Fig. 1: run 1, met1 routing
The bar under the picture is 100 µm long. Cells faint in the background.
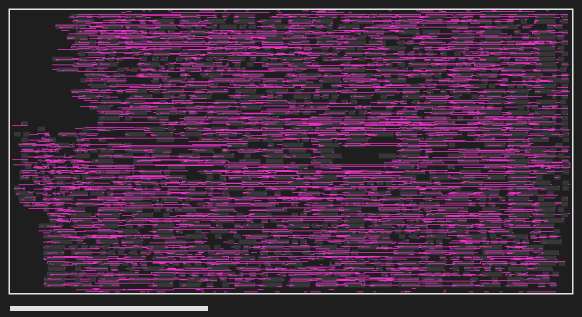
Fig. 2: run 1, wiring by layer
The bar under the picture is 100 µm long. Only two layers are drawn.
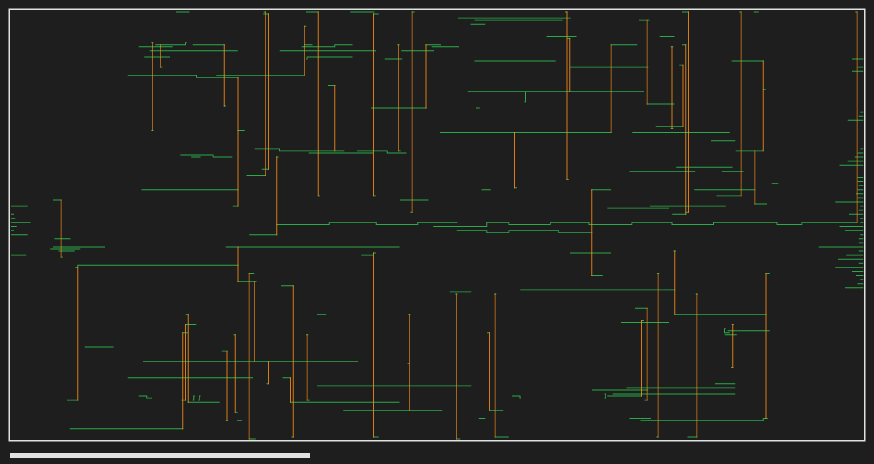
Fig. 3: run 1, track usage over the die
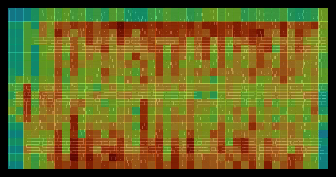
[config.mk]
export PLATFORM = sky130hd
export DESIGN_NAME = line_fill_ctrl
export DESIGN_NICKNAME = d
export VERILOG_FILES = /design/src/rtl/line_fill_pkg.sv /design/src/rtl/line_fill_ctrl_reg_file_single.sv /design/src/rtl/line_fill_ctrl.sv
export SDC_FILE = /design/constraint.sdc
export NUM_CORES = 1
export LEC_CHECK = 0
export CELL_PAD_IN_SITES_DETAIL_PLACEMENT = 1
export CELL_PAD_IN_SITES_GLOBAL_PLACEMENT = 1
export CORE_ASPECT_RATIO = 0.5
export CORE_UTILIZATION = 41
export DETAILED_ROUTE_END_ITERATION = 7
export GPL_TIMING_DRIVEN = 0
export MAX_ROUTING_LAYER = met4
export PLACE_DENSITY = 0.82
export SYNTH_ARGS = -nofsm -noshare
export SYNTH_HDL_FRONTEND = slang
export SYNTH_SLANG_ARGS = --single-unit
[constraint.sdc]
create_clock -name clk -period 6 [get_ports clk]
set_clock_uncertainty 0.2 [all_clocks]
set_input_delay 1.2 -clock clk [delete_from_list [all_inputs] [get_ports clk]]
set_output_delay 1.2 -clock clk [all_outputs]
set_load 0.03 [all_outputs]
[src/rtl/line_fill_pkg.sv]
// Shared definitions for the line fill controller: FSM state encoding and
// default geometry of one assembled line.
// Imported by line_fill_ctrl and reg_file_single.
package line_fill_pkg;

  localparam int DEFAULT_DATA_WIDTH      = 32;
  localparam int DEFAULT_WORDS_PER_ENTRY = 16;

  // FILL: accepting source words; PAD: zero-filling the tail; FULL: line held for consumer.
  typedef enum logic [1:0] {
    FILL = 2'd0,
    PAD  = 2'd1,
    FULL = 2'd2
  } fill_state_e;

endpackage

[src/rtl/line_fill_ctrl_reg_file_single.sv]
// Purpose: single-write-port register file exposing every entry in parallel.
// Latency: write visible on rdata_flat the cycle after the write edge; no reset on storage.
// Ports: clk, we/waddr/wdata write port, rdata_flat = all entries, entry 0 at the LSBs.
module reg_file_single
  import line_fill_pkg::*;
#(
  parameter int DATA_WIDTH = DEFAULT_DATA_WIDTH,
  parameter int DEPTH      = DEFAULT_WORDS_PER_ENTRY,
  parameter int AW         = $clog2(DEPTH)
) (
  input  logic                        clk,
  input  logic                        we,
  input  logic [AW-1:0]               waddr,
  input  logic [DATA_WIDTH-1:0]       wdata,
  output logic [DEPTH*DATA_WIDTH-1:0] rdata_flat
);

  logic [DATA_WIDTH-1:0] mem [DEPTH];

  always_ff @(posedge clk) begin
    if (we) begin
      mem[waddr] <= wdata;
    end
  end

  for (genvar g = 0; g < DEPTH; g++) begin : g_flat
    assign rdata_flat[g*DATA_WIDTH +: DATA_WIDTH] = mem[g];
  end

endmodule

[src/rtl/line_fill_ctrl.sv]
// Purpose: packs a stream of words into one fixed-size line, zero-padding short lines.
// Latency: m_valid the cycle after the final accept (full line) or after the pad cycles (short line).
// Backpressure: s_ready is low in PAD and FULL; the line is held until m_valid && m_ready.
// Ports: clk, rst_n (async active-low); s_valid/s_ready/s_data/s_last word input;
//        m_valid/m_ready/m_data/m_word_count line output.
module line_fill_ctrl
  import line_fill_pkg::*;
#(
  parameter int DATA_WIDTH      = DEFAULT_DATA_WIDTH,
  parameter int WORDS_PER_ENTRY = DEFAULT_WORDS_PER_ENTRY
) (
  input  logic                                  clk,
  input  logic                                  rst_n,
  input  logic                                  s_valid,
  output logic                                  s_ready,
  input  logic [DATA_WIDTH-1:0]                 s_data,
  input  logic                                  s_last,
  output logic                                  m_valid,
  input  logic                                  m_ready,
  output logic [WORDS_PER_ENTRY*DATA_WIDTH-1:0] m_data,
  output logic [$clog2(WORDS_PER_ENTRY):0]      m_word_count
);

  localparam int IW = $clog2(WORDS_PER_ENTRY);
  localparam int CW = IW + 1;
  localparam logic [IW-1:0] LAST_IDX = IW'(WORDS_PER_ENTRY - 1);

  fill_state_e           state;
  logic [IW-1:0]         idx;
  logic [CW-1:0]         word_count;
  logic                  accept;
  logic                  wr_en;
  logic [DATA_WIDTH-1:0] wr_data;

  // Both handshake flags come straight from state flops, so neither input
  // reaches the opposite-direction ready/valid combinationally.
  assign s_ready      = (state == FILL);
  assign m_valid      = (state == FULL);
  assign accept       = s_valid && s_ready;
  assign m_word_count = word_count;

  // PAD reuses the same write port to clear the tail, so a short line never
  // carries words left over from the previous line.
  assign wr_en   = accept || (state == PAD);
  assign wr_data = (state == PAD) ? '0 : s_data;

  always_ff @(posedge clk or negedge rst_n) begin
    if (!rst_n) begin
      state      <= FILL;
      idx        <= '0;
      word_count <= '0;
    end else begin
      case (state)
        FILL: begin
          if (accept) begin
            if (idx == LAST_IDX) begin
              // Index parks at the last slot; it is cleared only on handoff.
              state      <= FULL;
              word_count <= {1'b0, idx} + CW'(1);
            end else begin
              idx <= idx + IW'(1);
              if (s_last) begin
                state      <= PAD;
                word_count <= {1'b0, idx} + CW'(1);
              end
            end
          end
        end
        PAD: begin
          if (idx == LAST_IDX) begin
            state <= FULL;
          end else begin
            idx <= idx + IW'(1);
          end
        end
        FULL: begin
          if (m_ready) begin
            state <= FILL;
            idx   <= '0;
          end
        end
        default: begin
          state <= FILL;
          idx   <= '0;
        end
      endcase
    end
  end

  reg_file_single #(
    .DATA_WIDTH (DATA_WIDTH),
    .DEPTH      (WORDS_PER_ENTRY),
    .AW         (IW)
  ) u_line_store (
    .clk        (clk),
    .we         (wr_en),
    .waddr      (idx),
    .wdata      (wr_data),
    .rdata_flat (m_data)
  );

endmodule

==> results.json, run 1 <==
{
  "arrival_ns": 2.08,
  "syn_avg_cell_area_um2": 25.9,
  "slew-limit-headroom": 0.363,
  "cts_buffers": 45,
  "route.detailed.drc": 0,
  "p_per_area_nw_per_um2": 451,
  "ff2ff_path_depth": 7,
  "ctsHoldBuffers": 0,
  "antenna_found_initial": 0,
  "end_kind": "primary output",
  "fp.dieW_um": 284,
  "top_layer_used": "met4",
  "wl_met2_um": 32000,
  "port_buffers": 555,
  "htree_levels": 2,
  "min_period_over_period": 0.580,
  "rows": 51,
  "hold_start": "m_word_count[2]",
  "cts_tree": "done",
  "dp_hpwl_um": 40700,
  "ios": 556,
  "insertion_delay_ns": 0.56,
  "postPlaceCellArea_um2": 23100,
  "grt_first_pass_wirelength_um": 74300,
  "syn_inst": 630,
  "drt-met1-wl_um": 20500,
  "fin_ws_ns": 2.52,
  "firstDrtPassIters": 5,
  "hold_viol": 0,
  "antenna_left": 0,
  "hold_depth": 1,
  "chipHeight_um": 143,
  "synth_area_um2": 16300,
  "gp_congestion": 0.821,
  "design_area_um2": 24500,
  "r2r-start": "state[1]",
  "whs_ns": 0.322,
  "routed_via_density": 4.95,
  "fp.coreArea_um2": 39100,
  "drtIter0Drc": 682,
  "synth-seq-cells": 523,
  "outcome": "complete, no violations",
  "path_max_fanout": 9,
  "final_cell_mix": "clkdlybuf4s50_1, edfxtp_1, clkbuf_16",
  "first_global_vias": 9584,
  "post-place-ws_ns": 1.91,
  "stdcell_count": 1827,
  "fillers": 3325,
  "nets": 1304,
  "synth_top_area_share": 0.941,
  "largest_area_cell": "edfxtp_1",
  "max-vdd-ir-drop_v": 0.000247,
  "critPathLaunch": "state[1]",
  "fmax_mhz": 287,
  "cts_resized": 0,
  "synth_chip_area_um2": 16300,
  "drv_cap": 0,
  "min_to": "m_word_count[2]",
  "syn2layout_area_growth_pct": 49.9,
  "worst-setup-path-type": "register to primary output",
  "clk_pin_slew_ns": 0.06,
  "layout-drive-gt1-share": 0.0879,
  "setup_tns_ns": 0,
  "required_ns": 4.60,
  "ys_cells": 630,
  "ys_seq_frac": 0.958,
  "period_needed_ns": 3.48,
  "initial_core_util": 0.418,
  "rsz0062_at_grt": "no",
  "layout_top_cell": "clkdlybuf4s50_1",
  "crit_path_end": "m_valid",
  "cts-root-buf": "clkbuf_16",
  "reg2reg_to": "u_line_store.mem[0][25]",
  "hp-class": "register to register",
  "cts.sinks": 523,
  "worst_pin_slew_ns": 0.953,
  "p_leak_nw": 8.22,
  "power_mw": 11.0,
  "synth_cell_type_count": 32,
  "place_inst": 1745,
  "warning_count": 30,
  "post_cts_buffers": 0,
  "critPathLaunchType": "register",
  "route.met3.wl_um": 2160,
  "floorplan.nets": 672,
  "finalSetupViolCount": 0,
  "antennaDiodeCount": 0
}
About Fig. 1:
1,206 nets have wire on it. The wires run mostly horizontal. The layer holds 36% of the routed length.
DR vias: 9,046
drt total wl: 56,600 µm
met1 Use GR: 0.301

About Fig. 2:
Key: orange = metal 4 [wire length 1,880 µm]; green = metal 3 [wire length 2,160 µm]
WL per Instance: 31.0 µm
GR Util All Layers: 0.276

About Fig. 3:
met2 Use GR: 0.516
met3 usage: 0.0439
gr busiest metal: met2
final core utilization: 0.627

## run 1: synthesized netlist by cell type
cell,instances
o211ai_1,1
buf_2,4
a22oi_1,1
and3_1,3
nand2_1,7
inv_1,6
xnor2_1,1
o21ai_0,1
o22ai_1,2
clkbuf_1,3
a21oi_1,1
nand2b_1,1
or3_1,1
mux2_4,4
mux2_2,1
nand4_1,1
o22a_1,1
mux2i_1,2
dfrtp_1,11
xor2_1,1
a2bb2oi_1,1
nand3_1,2
ha_1,5
a31o_1,1
edfxtp_1,512
and2_1,33
buf_6,1
o21ba_2,1
o21a_1,1
nor3_1,5
nor2_1,14
a31oi_1,1
## run 1: area by class of cell
type                            count  area, µm²  area share
Sequential cell                   523      15700       0.639
Inverter                            6       22.5    0.000920
Tap cell                          530        663      0.0271
Multi-Input combinational cell     93        721      0.0294
Buffer                              8       42.5     0.00174
Clock buffer                       59       1180      0.0481
Timing Repair Buffer              585       6030       0.246
Clock inverter                     23        181     0.00741
## run 1: kinds of logic (layout without fill, tap and decap cells)
family | after synthesis | after routing | synth area share
flops | 523 | 523 | 0.958
simple gates | 67 | 67 | 0.0219
mux | 7 | 7 | 0.00559
compound gates | 12 | 12 | 0.00536
xor+xnor | 2 | 2 | 0.00107
buf+inv | 14 | 681 | 0.00398
fa+ha+maj | 5 | 5 | 0.00383
## run 1: power by group
group,switching [mW],internal (mW)
registers,0.168,4.96
clock network,1.30,1.48
logic,2.18,0.944
total,3.65,7.39
## run 1: worst max-delay path: stages, from the launching register on
cell and delay (ns):
dfrtp_1 0.31, buf_2 0.18, inv_1 0.13, nor2_1 0.17, clkdlybuf4s50_1 0.74
## run 1: sequential cells by signal, indices dropped and copies added (netlist names)
register	count
u_line_store.mem	512
m_word_count	5
idx	4
state	2
--- run 2 (diff from run 1) ---
--- a/config.mk
+++ b/config.mk
@@ -8,11 +8,11 @@
 export CELL_PAD_IN_SITES_DETAIL_PLACEMENT = 1
 export CELL_PAD_IN_SITES_GLOBAL_PLACEMENT = 1
 export CORE_ASPECT_RATIO = 0.5
-export CORE_UTILIZATION = 41
+export CORE_UTILIZATION = 34
 export DETAILED_ROUTE_END_ITERATION = 7
 export GPL_TIMING_DRIVEN = 0
 export MAX_ROUTING_LAYER = met4
-export PLACE_DENSITY = 0.82
+export PLACE_DENSITY = 0.72
 export SYNTH_ARGS = -nofsm -noshare
 export SYNTH_HDL_FRONTEND = slang
 export SYNTH_SLANG_ARGS = --single-unit
==> constraint.sdc (replaced) <==
create_clock -name clk -period 3.17 [get_ports clk]
set_clock_uncertainty 0.2 [all_clocks]
set_input_delay 0.634 -clock clk [delete_from_list [all_inputs] [get_ports clk]]
set_output_delay 0.634 -clock clk [all_outputs]
set_load 0.03 [all_outputs]
Fig. 4: run 2, wire density map
The die is cut into 31 by 16 equal tiles; white is low, dark blue is high, scaled to the fullest tile. Values are wire area over tile area, all layers added.
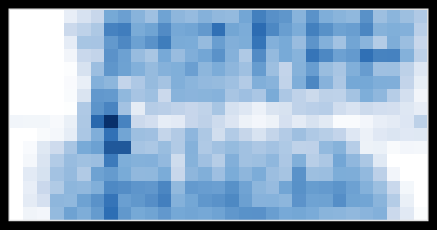
The mean over all tiles is 0.18. The fullest tile reaches 0.52. 25% of the tiles are over half the peak. 9.9% of the tiles are nearly empty.
drt total wl: 58,100 µm
WL per Instance: 30.0 µm
DR vias: 9,014
GR Util All Layers: 0.235

==> run 2 against run 1 <==
Net effect: register-to-register slack lost 2.9 ns; setup slack got worse by 2.4 ns; non-clock buffer count fell by 8; combinational power rose by 92%; die size up 20%; synthesized area unchanged; first-iteration DRC count rose by 16%; total power up 96%; largest cell class unchanged; largest power group unchanged.
==> results.json, run 2 <==
{
  "antenna_found_initial": 0,
  "clkPwrFrac": 0.272,
  "final_cell_mix": "clkdlybuf4s50_1, edfxtp_1, clkbuf_16",
  "p_seq_mw": 9.68,
  "routed_via_density": 4.66,
  "ys_seq_frac": 0.958,
  "fp.coreArea_um2": 47100,
  "hp-class": "input port to async pin",
  "clk_pin_slew_ns": 0.06,
  "initial_core_util": 0.347,
  "first_global_vias": 9456,
  "htree_levels": 2,
  "grt_first_pass_wirelength_um": 76200,
  "synth-seq-cells": 523,
  "synth-async-reset-ratio": 0.0210,
  "fillers": 4242,
  "gp_congestion": 0.819,
  "synth_chip_area_um2": 16300,
  "fin_ws_ns": 0.166,
  "cts_resized": 0,
  "p_int_mw": 14.5,
  "cts-root-buf": "clkbuf_16",
  "period_needed_ns": 3.00,
  "ctsHoldBuffers": 0,
  "required_ns": 3.23,
  "outcome": "complete, no violations",
  "drv_cap": 0,
  "finalSetupViolCount": 0,
  "layout_top_cell": "clkdlybuf4s50_1",
  "ys_cells": 630,
  "end_kind": "register",
  "p_per_area_nw_per_um2": 868,
  "rsz0062_at_grt": "no",
  "top_cell": "edfxtp_1",
  "arrival_ns": 3.06,
  "pg_clk_mw": 5.87,
  "cts_tree": "done",
  "nets": 1299,
  "switchingPower_mw": 7.06,
  "largest_reg_flops": 512,
  "syn2layout_area_growth_pct": 52.1,
  "firstDrtPassIters": 5,
  "drtIter0Drc": 790,
  "dp_hpwl_um": 41000,
  "r2r-start": "state[1]",
  "slew-limit-headroom": 0.376,
  "largest_register": "u_line_store.mem",
  "swShare": 0.327,
  "comb_power_mw": 6.02,
  "largest_area_cell": "edfxtp_1",
  "hold_viol": 0,
  "synth_area_um2": 16300,
  "cts.sinks": 523,
  "post-place-ws_ns": -0.459,
  "worst-setup-path-type": "input port to register",
  "p_leak_nw": 8.29,
  "power.group.top": "sequential cells",
  "floorplan.nets": 672,
  "max-vdd-ir-drop_v": 0.000374,
  "cts_buffers": 48,
  "top_cells_by_count": "edfxtp_1, and2_1, nor2_1",
  "worst_pin_slew_ns": 0.934,
  "path_max_fanout": 11,
  "syn_avg_cell_area_um2": 25.9,
  "layout-drive-gt1-share": 0.0903,
  "warning_count": 30,
  "chipHeight_um": 157,
  "critPathLaunch": "s_valid",
  "antenna_left": 0,
  "insertion_delay_ns": 0.55
}
## run 2: worst max-delay path, stage by stage
cell             delay [ns]
clkdlybuf4s50_1        0.61
o21ba_2                0.23
nand2_1                0.25
nor3_4                 0.75
buf_16                 0.25
buf_16                 0.16
buf_8                  0.15
## run 2: metal layers
metal,GRT usage,vias up,share of wire
met5,-,-,0
met4,0.0777,0,0.031
met3,0.0369,109,0.037
met2,0.444,269,0.58
met1,0.253,4872,0.36
li1,-,3764,-
## run 2: layout make-up
class | instances | area (µm²) | area share
repair buffers | 577 | 6010 | 0.242
multi-input cells | 93 | 746 | 0.0300
clock buffers | 61 | 1300 | 0.0524
clock inverters | 28 | 269 | 0.0108
plain buffers | 8 | 42.5 | 0.00171
well taps | 638 | 798 | 0.0321
flip-flops and latches | 523 | 15700 | 0.630
inverters | 6 | 22.5 | 0.000907
diodes | 2 | 5.00 | 0.000201
## run 2: per-stage QoR
stage	area [µm²]	power [mW]	instances	TNS, ns	util
floorplan	16400	12.6	630	0	-
global placement	22700	15.3	1823	-1175.54	0.482
detailed placement	23300	15.9	1845	-29.64	0.494
CTS	24800	21.7	1934	0	0.528
global route	24800	22.2	1934	0	0.528
finish	24800	21.6	1936	0	0.528
## run 2: final timing paths
check,to,slack [ns],cells after the start
setup reg to reg,u_line_store.mem[0][17],0.25,7
hold reg to reg,m_word_count[1],0.33,1
hold / removal,m_word_count[3],0.23,1
max in group asynchronous,state[1],2.18,1
min in group clk,m_word_count[1],0.33,1
setup / recovery,u_line_store.mem[0][17],0.17,7
## run 2: logic make-up after synthesis
group,Yosys count,share of synthesized area
flip-flops,523,0.958
AND/OR/NAND/NOR,67,0.0219
buffers and inverters,14,0.00398
AND-OR/OR-AND,12,0.00536
multiplexers,7,0.00559
adder cells (fa/ha/maj),5,0.00383
XOR/XNOR,2,0.00107
--- run 3 (diff from run 2) ---
--- a/config.mk
+++ b/config.mk
@@ -7,12 +7,13 @@
 export LEC_CHECK = 0
 export CELL_PAD_IN_SITES_DETAIL_PLACEMENT = 1
 export CELL_PAD_IN_SITES_GLOBAL_PLACEMENT = 1
-export CORE_ASPECT_RATIO = 0.5
+export CORE_ASPECT_RATIO = 1.5
 export CORE_UTILIZATION = 34
 export DETAILED_ROUTE_END_ITERATION = 7
 export GPL_TIMING_DRIVEN = 0
 export MAX_ROUTING_LAYER = met4
 export PLACE_DENSITY = 0.72
+export SLEW_MARGIN = 15
 export SYNTH_ARGS = -nofsm -noshare
 export SYNTH_HDL_FRONTEND = slang
 export SYNTH_SLANG_ARGS = --single-unit
Fig. 5: run 3, close-up of the layout
The bar under the picture is 5 µm long. Window x 126 to 146, y 193 to 213 µm. Cells in grey, sequential cells in the stronger grey; small squares are vias.
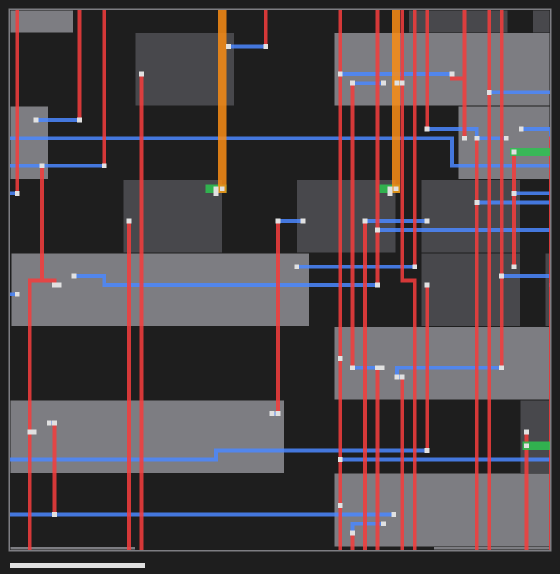
Key: orange = metal 4; green = metal 3; blue = metal 1; red = metal 2
Netlist names of flops here include u_line_store.mem (5). Sequential cells in the window: 5. Most frequent: clkdlybuf4s50_1 (5), edfxtp_1 (5). 10 logic cells have their middle in the window.

==> run 3 against run 2 <==
Net effect: largest cell class unchanged; cell count shrank 1.8%; critical path type is now register to register; first-iteration DRC count decreased by 39%; count of clock-buffer cells in the layout rose by 1; via count fell by 2.0%; highest routed layer unchanged; cell area down 0.15%; combinational power fell by 2%.
==> results.json, run 3 <==
{
  "critPathLaunchType": "register",
  "outcome": "complete, no violations",
  "syn_inst": 630,
  "synth-async-reset-ratio": 0.0210,
  "fillers": 4328,
  "worst_pin_slew_ns": 1.26,
  "critPathLaunch": "state[1]",
  "cts-root-buf": "clkbuf_16",
  "route.detailed.drc": 0,
  "cts_resized": 0,
  "ys_seq_frac": 0.958,
  "gp_congestion": 0.802,
  "synth_chip_area_um2": 16300,
  "layout_top_cell": "clkdlybuf4s50_1",
  "vias": 8836,
  "largest_register": "u_line_store.mem",
  "path_max_fanout": 16,
  "fin_ws_ns": 0.130,
  "syn2layout_area_growth_pct": 51.9,
  "largest_area_cell": "edfxtp_1",
  "grt_first_pass_wirelength_um": 71500,
  "critPathMaxStageDelay_ns": 0.95,
  "drv_cap": 0,
  "synth_top_area_share": 0.941,
  "cts_tree": "done",
  "place_inst": 1813,
  "r2r_slack_ns": 0.13,
  "logic_area_um2": 747,
  "warning_count": 30,
  "fp.coreArea_um2": 47600,
  "routed_via_density": 4.65,
  "hold_viol": 0,
  "worst-path-stages": 5,
  "clk_pin_slew_ns": 0.07,
  "final_cell_mix": "clkdlybuf4s50_1, edfxtp_1, clkbuf_16",
  "fp.dieW_um": 181,
  "syn_avg_cell_area_um2": 25.9,
  "top_cell": "edfxtp_1",
  "ff2ff_path_depth": 5,
  "ctsHoldBuffers": 0,
  "hp-class": "input port to async pin",
  "synth_area_um2": 16300,
  "chipHeight_um": 270,
  "crit_path_end": "u_line_store.mem[3][21]",
  "regArea_um2": 15700,
  "layout-drive-gt1-share": 0.0923,
  "ios": 556,
  "drtIter0Drc": 479,
  "synth_top_flop_cell": "edfxtp_1",
  "ys_cells": 630,
  "reg2reg_to": "u_line_store.mem[3][21]",
  "r2r-start": "state[1]",
  "max-vdd-ir-drop_v": 0.000487,
  "antenna_left": 0,
  "insertion_delay_ns": 0.56,
  "rsz0062_at_grt": "no",
  "p_leak_nw": 8.30,
  "period_needed_ns": 3.04,
  "cts_buffers": 47,
  "htree_levels": 2,
  "min_period_over_period": 0.959,
  "firstDrtPassIters": 5,
  "initial_core_util": 0.343,
  "p_per_area_nw_per_um2": 848,
  "fmax_mhz": 329,
  "top_cells_by_count": "edfxtp_1, and2_1, nor2_1",
  "synth_cell_type_count": 32,
  "end_kind": "register",
  "fin_util": 0.521,
  "worst-setup-path-type": "register to register",
  "cts.sinks": 523,
  "crit_slowest_cell": "clkbuf_1",
  "slew-limit-headroom": 0.159
}
## run 3: logic make-up after synthesis
group,Yosys count,share of synthesized area
mux,7,0.00559
buf+inv,14,0.00398
flops,523,0.958
simple gates,67,0.0219
fa+ha+maj,5,0.00383
xor+xnor,2,0.00107
compound gates,12,0.00536
## run 3: how the worst min path moves through the flow
stage | cells past startpoint | start | end
after global placement | 1 | m_word_count[2] | m_word_count[2]
after floorplan | 0 | rst_n | idx[0]
after detailed placement | 1 | m_word_count[2] | m_word_count[2]
after global routing | 1 | rst_n | idx[0]
final | 1 | rst_n | idx[0]
after CTS | 1 | rst_n | idx[0]
## run 3: per-stage QoR
| step | instance area [µm²] | power, mW | TNS, ns |
|---|---|---|---|
| floorplan | 16400 | 12.6 | 0 |
| global placement | 22700 | 15.3 | -1123.21 |
| detailed placement | 23300 | 15.8 | -3.05 |
| CTS | 24800 | 21.3 | 0 |
| global route | 24800 | 21.7 | 0 |
| finish | 24800 | 21.0 | 0 |
## run 3: routing by layer
layer,part of all wire,GRT usage,up-vias
li1,-,-,3765
met1,0.35,0.219,4531
met2,0.54,0.394,428
met3,0.068,0.0565,112
met4,0.037,0.0830,0
met5,0,-,-
## run 3: area by class of cell
type | instances | area share
sequential | 523 | 0.631
tap | 600 | 0.0303
multi-input combinational | 93 | 0.0301
clock buffer | 62 | 0.0518
timing repair buffer | 583 | 0.247
clock inverter | 25 | 0.00711
antenna | 1 | 0.000101
inverter | 6 | 0.000908
buffer | 8 | 0.00171
## run 3: where the power goes
group / internal (mW) / total, mW / switching [mW]
sequential: 9.39 / 9.68 / 0.285
combinational: 1.82 / 5.91 / 4.09
clock: 3.01 / 5.46 / 2.44
No activity file was given, so power comes from the tool's default toggle rates.
